`src/rtl/boardman_v3_bus_arbiter_pkg.sv`:
```
// Shared types and helpers for the multi-channel board-manager bus arbiter.
// Latency: n/a (declarations only).
// Backpressure: n/a.
package boardman_v3_bus_arbiter_pkg;

  // Arbiter FSM encodings; numeric values are fixed so waveforms stay comparable across revisions
  typedef enum logic [1:0] {
    ST_IDLE = 2'd0,
    ST_BUSY = 2'd1,
    ST_DONE = 2'd2
  } state_t;

  // Read data handed back to a requester whose slave never acknowledged
  localparam logic [31:0] DEFAULT_TIMEOUT_DATA = 32'hFFFF_FFFF;

  // Channel index width; a single channel still needs one bit
  function automatic int ch_bits(input int n);
    return (n > 1) ? $clog2(n) : 1;
  endfunction

  // Timeout counter width; kept at one bit when the timeout is disabled
  function automatic int cnt_bits(input int n);
    return (n > 0) ? $clog2(n + 1) : 1;
  endfunction

endpackage

```
`src/rtl/boardman_v3_rr_pick.sv`:
```
// Round-robin picker: first requester after the last-granted channel, with wrap.
// Latency: purely combinational.
// Backpressure: none; caller decides when to act on o_vld.
module boardman_v3_rr_pick
  import boardman_v3_bus_arbiter_pkg::*;
#(
  parameter int  NUM_CH  = 2,
  localparam int CH_BITS = ch_bits(NUM_CH)
) (
  input  logic [NUM_CH-1:0]  i_req,
  input  logic [CH_BITS-1:0] i_last,
  output logic               o_vld,
  output logic [CH_BITS-1:0] o_idx
);

  // Scan farthest offset first so the nearest requester after i_last is written last and wins
  always_comb begin
    int                 v_c;
    logic [CH_BITS-1:0] v_idx;
    v_c   = 0;
    v_idx = '0;
    o_vld = 1'b0;
    o_idx = '0;
    for (int off = NUM_CH; off >= 1; off--) begin
      v_c   = (int'(i_last) + off) % NUM_CH;
      v_idx = CH_BITS'(v_c);
      if (i_req[v_idx]) begin
        o_vld = 1'b1;
        o_idx = v_idx;
      end
    end
  end

endmodule

```
`src/rtl/boardman_v3_bus_arbiter.sv`:
```
// Shares one register-bus master among NUM_CH board-manager links, round-robin, one transaction at a time.
// Latency: en_o one clock after grant; s_ack_o one clock after ack_i (or after the timeout expires).
// Backpressure: requesters hold s_en_i until s_ack_o; a silent slave is cut off after TIMEOUT_CYCLES.
module boardman_v3_bus_arbiter
  import boardman_v3_bus_arbiter_pkg::*;
#(
  parameter int          NUM_CH         = 2,
  parameter int          ADR_BITS       = 20,
  parameter int          TIMEOUT_CYCLES = 1024,
  parameter logic [31:0] TIMEOUT_DATA   = DEFAULT_TIMEOUT_DATA,
  localparam int         CH_BITS        = ch_bits(NUM_CH)
) (
  input  logic                       clk,
  input  logic                       rst,
  input  logic [NUM_CH*ADR_BITS-1:0] s_adr_i,
  input  logic [NUM_CH*32-1:0]       s_dat_i,
  input  logic [NUM_CH-1:0]          s_en_i,
  input  logic [NUM_CH-1:0]          s_wr_i,
  input  logic [NUM_CH*4-1:0]        s_wstrb_i,
  output logic [NUM_CH-1:0]          s_ack_o,
  output logic [NUM_CH-1:0]          s_err_o,
  output logic [31:0]                s_dat_o,
  output logic [ADR_BITS-1:0]        adr_o,
  output logic [31:0]                dat_o,
  input  logic [31:0]                dat_i,
  output logic                       en_o,
  output logic                       wr_o,
  output logic [3:0]                 wstrb_o,
  input  logic                       ack_i,
  output logic [CH_BITS-1:0]         grant_o,
  output logic [7:0]                 timeout_cnt_o
);

  localparam int              TO_W    = cnt_bits(TIMEOUT_CYCLES);
  localparam bit              TO_EN   = (TIMEOUT_CYCLES != 0);
  localparam logic [TO_W-1:0] TO_LAST = TO_W'(TIMEOUT_CYCLES - 1);

  state_t              r_state, w_state_nxt;
  logic [CH_BITS-1:0]  r_last, r_grant, w_pick_idx;
  logic                w_pick_vld;
  logic [ADR_BITS-1:0] r_adr, w_sel_adr;
  logic [31:0]         r_dat, w_sel_dat, r_sdat;
  logic                r_wr, w_sel_wr, r_en;
  logic [3:0]          r_wstrb, w_sel_wstrb;
  logic [NUM_CH-1:0]   r_ack, r_err;
  logic [TO_W-1:0]     r_tcnt;
  logic [7:0]          r_tocnt;
  logic                w_tmo_hit, w_load, w_done_ok, w_done_tmo;

  boardman_v3_rr_pick #(.NUM_CH(NUM_CH)) u_pick (
    .i_req  (s_en_i),
    .i_last (r_last),
    .o_vld  (w_pick_vld),
    .o_idx  (w_pick_idx)
  );

  assign w_tmo_hit = TO_EN && (r_tcnt == TO_LAST);

  // Mux the picked channel's request fields out of the flattened buses
  always_comb begin
    w_sel_adr   = '0;
    w_sel_dat   = '0;
    w_sel_wr    = 1'b0;
    w_sel_wstrb = '0;
    for (int k = 0; k < NUM_CH; k++) begin
      if (w_pick_idx == CH_BITS'(k)) begin
        w_sel_adr   = s_adr_i[k*ADR_BITS +: ADR_BITS];
        w_sel_dat   = s_dat_i[k*32 +: 32];
        w_sel_wr    = s_wr_i[k];
        w_sel_wstrb = s_wstrb_i[k*4 +: 4];
      end
    end
  end

  // Next-state and control strobes; ack takes priority over a coincident timeout
  always_comb begin
    w_state_nxt = r_state;
    w_load      = 1'b0;
    w_done_ok   = 1'b0;
    w_done_tmo  = 1'b0;
    case (r_state)
      ST_IDLE: begin
        if (w_pick_vld) begin
          w_load      = 1'b1;
          w_state_nxt = ST_BUSY;
        end
      end
      ST_BUSY: begin
        if (ack_i) begin
          w_done_ok   = 1'b1;
          w_state_nxt = ST_DONE;
        end else if (w_tmo_hit) begin
          w_done_tmo  = 1'b1;
          w_state_nxt = ST_DONE;
        end
      end
      ST_DONE: w_state_nxt = ST_IDLE;
      default: w_state_nxt = ST_IDLE;
    endcase
  end

  // State register
  always_ff @(posedge clk) begin
    if (rst) r_state <= ST_IDLE;
    else     r_state <= w_state_nxt;
  end

  // Bus datapath, completion pulses and timeout bookkeeping
  always_ff @(posedge clk) begin
    if (rst) begin
      r_last  <= CH_BITS'(NUM_CH - 1);
      r_grant <= '0;
      r_adr   <= '0;
      r_dat   <= '0;
      r_wr    <= 1'b0;
      r_wstrb <= '0;
      r_en    <= 1'b0;
      r_ack   <= '0;
      r_err   <= '0;
      r_sdat  <= '0;
      r_tcnt  <= '0;
      r_tocnt <= '0;
    end else begin
      r_ack <= '0;
      r_err <= '0;
      if (w_load) begin
        r_adr   <= w_sel_adr;
        r_dat   <= w_sel_dat;
        r_wr    <= w_sel_wr;
        r_wstrb <= w_sel_wstrb;
        r_grant <= w_pick_idx;
        r_last  <= w_pick_idx;
        r_en    <= 1'b1;
        r_tcnt  <= '0;
      end
      if (w_done_ok) begin
        r_en           <= 1'b0;
        r_ack[r_grant] <= 1'b1;
        r_sdat         <= dat_i;
      end
      if (w_done_tmo) begin
        r_en           <= 1'b0;
        r_ack[r_grant] <= 1'b1;
        r_err[r_grant] <= 1'b1;
        r_sdat         <= TIMEOUT_DATA;
        if (r_tocnt != 8'hFF) r_tocnt <= r_tocnt + 8'd1;
      end
      if (TO_EN && (r_state == ST_BUSY) && !ack_i && !w_tmo_hit) r_tcnt <= r_tcnt + TO_W'(1);
    end
  end

  assign s_ack_o       = r_ack;
  assign s_err_o       = r_err;
  assign s_dat_o       = r_sdat;
  assign adr_o         = r_adr;
  assign dat_o         = r_dat;
  assign en_o          = r_en;
  assign wr_o          = r_wr;
  assign wstrb_o       = r_wstrb;
  assign grant_o       = r_grant;
  assign timeout_cnt_o = r_tocnt;

endmodule
```
`config.mk`:
```
export PLATFORM = sky130hd
export DESIGN_NAME = boardman_v3_bus_arbiter
export DESIGN_NICKNAME = d
export VERILOG_FILES = /design/src/rtl/boardman_v3_bus_arbiter_pkg.sv /design/src/rtl/boardman_v3_rr_pick.sv /design/src/rtl/boardman_v3_bus_arbiter.sv
export SDC_FILE = /design/constraint.sdc
export NUM_CORES = 1
export LEC_CHECK = 0
export CAP_MARGIN = 20
export CORE_ASPECT_RATIO = 1.2
export CORE_UTILIZATION = 43
export DETAILED_ROUTE_END_ITERATION = 10
export GPL_TIMING_DRIVEN = 0
export MAX_ROUTING_LAYER = met4
export PLACE_DENSITY = 0.86
export SLEW_MARGIN = 0
export SYNTH_ARGS = -nofsm -noshare
export SYNTH_HDL_FRONTEND = slang
export SYNTH_SLANG_ARGS = --single-unit
```
`constraint.sdc`:
```
create_clock -name clk -period 3.5 [get_ports clk]
set_input_delay 0.7 -clock clk [delete_from_list [all_inputs] [get_ports clk]]
set_output_delay 0.7 -clock clk [all_outputs]
set_load 0.02 [all_outputs]
```
==> flow_summary.ini <==
; implementation run metrics
[critical_path]
timing.rr.start = r_tcnt[0]
slowest_delay_ps = 560
rr_worst_depth = 7
slowest_stage = clkdlybuf4s50_1
crit_start = s_en_i[1]
worstSetupEndpointType = flop
critPathTopFamily = buffers and inverters
crit_buf_inv = 3
r2r_setup_slack_ps = 1470

[run]
drv_cap = 0

[floorplan]
ioPinCount = 254
initCoreUtil = 0.444

[drt]
m1WireLength_um = 5970
drt_iter0_markers = 207
postRouteAntennaNets = 0
wl_met3_um = 1220
dr.pass1.iters = 5
wire_per_inst_um = 17.4
drc_errors = 0
highest_layer = met4

[clock_tree]
htreeDepth = 4
cts.repair.resized = 0
cts_tree = built
root_buffer = clkbuf_16
cts-hold-fix-buffers = 0

[final_timing]
setup_tns_ps = 0
drv_slew = 0
finalSetupViolCount = 0
hold_viol_final = 0
period_used_share = 0.656
whs_ps = 488
rsz0062_at_grt = false
tightest_slew_ps = 645

[yosys]
async_reset_ff_frac = 0
yosys-stat-cells = 473
yosys.area_share.aoi = 0.213
ys_seq_share = 0.479
syn_avg_cell_area_um2 = 10.3
synth_cell_types = 49
syn_inst = 473
synth.cellmix.simpleShare = 0.135

[placement]
placed_area_um2 = 7590
pre_cts_slack_ps = 783
gp_congestion = 0.835

[grt]
grtUsageMet1 = 0.287
grt_pass1_vias = 4960
overflow = 0
grt_busiest_layer = met2

[layout]
final_area_um2 = 8240
final_cell_count_no_fill = 890
syn_to_final_growth_pct = 68.4
nFillCells = 787
final_cell_mix = clkdlybuf4s50_1, dfxtp_1, nor2_1, mux2i_1, a211oi_1
num-nets-final = 898
diodes = 0

[outcome]
status = completed

[power]
p_leak_nw = 3.15
power_density_nw_per_um2 = 520

[worst_hold_path]
hold_start = r_tcnt[10]
==> synth_stat cells, types with 2 or more instances <==
cell type | instances | area [um^2]
and3b_1 | 2 | 17.5
buf_1 | 4 | 15.0
and4_1 | 2 | 17.5
o21ai_0 | 4 | 20.0
a21oi_1 | 8 | 40.0
nand2_1 | 8 | 30.0
a31oi_2 | 2 | 25.0
and3_1 | 7 | 43.8
buf_6 | 2 | 22.5
or4_1 | 3 | 22.5
clkbuf_1 | 14 | 52.6
a221o_1 | 5 | 50.1
nor2b_1 | 2 | 12.5
nand3b_1 | 2 | 15.0
nor2_1 | 67 | 251
nor3_1 | 6 | 30.0
xnor2_1 | 2 | 17.5
buf_2 | 16 | 80.1
o41ai_1 | 2 | 17.5
dfxtp_1 | 117 | 2340
nor4_1 | 3 | 18.8
o31ai_1 | 4 | 30.0
buf_4 | 5 | 37.5
a211oi_1 | 58 | 435
nand3_1 | 10 | 50.1
o221a_2 | 31 | 349
or3_1 | 2 | 12.5
nand4_1 | 4 | 25.0
a22o_1 | 2 | 17.5
mux2i_1 | 58 | 581
inv_1 | 2 | 7.51
ha_1 | 2 | 25.0
==> registers in the layout (all words and copies together) (netlist names) <==
name           cells
wr_o               1
wstrb_o            4
r_tcnt            11
en_o               1
s_err_o            2
timeout_cnt_o      8
r_state            2
adr_o             20
s_ack_o            2
dat_o             32
r_last             1
s_dat_o           32
grant_o            1
==> report_power, final <==
group	internal [mW]	switching, mW
clock network	1.32	0.579
logic	0.462	0.422
registers	1.45	0.0643
==> cell type report <==
type                    count  area (um^2)  share of cell area
plain buffers              41          208              0.0252
clock buffers              23          478              0.0580
clock inverters             9          173              0.0209
inverters                   2         7.51            0.000911
multi-input cells         313         2340               0.284
flip-flops and latches    117         2340               0.284
well taps                 132          165              0.0200
repair buffers            253         2530               0.307
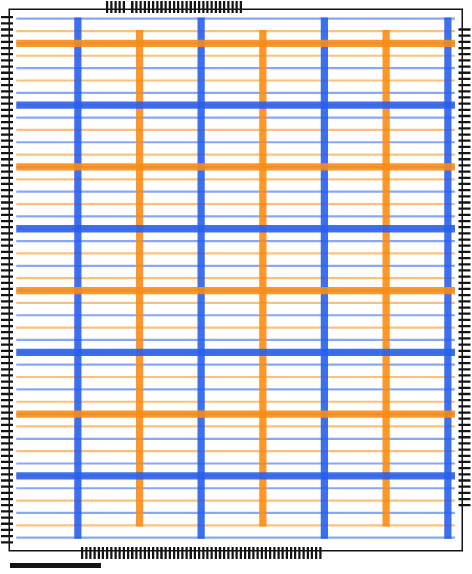
Fig. 1. Supply network.
Bar = 20 um. Pins as bars on the die edge.
colour	net
orange	VDD
blue	VSS
met5 straps	8
met1 rails	43
Core Footprint: 11,000 um^2
Die Width: 99.4 um
Die Y: 119 um
Worst VDD drop: 0.000244 V

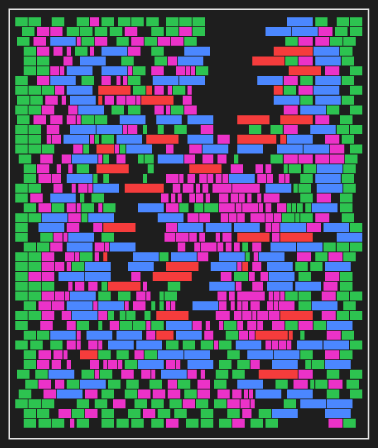
Fig. 2. Cell classes on the final placement.
colour	class	cells
green	remaining buffers and delay cells	294
red	clock drivers and dummy loads	32
magenta	combinational and other logic	315
blue	sequential cells	117
row count: 42
final core utilization: 0.747
Seq/total area: 0.284

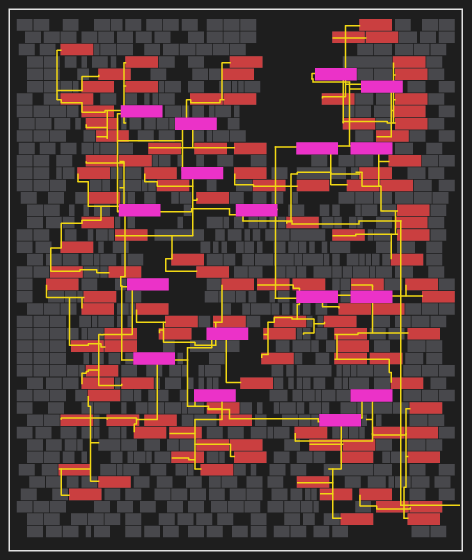
Fig. 3. Clock distribution.
[red] flip-flops | count: 117
[magenta] clock drivers | count: 17
[yellow] clock wires | length: 1,420 um
routed clock nets	18
clock share of power: 0.442
Worst Skew: 8.57 ps

Power figures rest on the tool's default switching activity, not on a simulated workload.
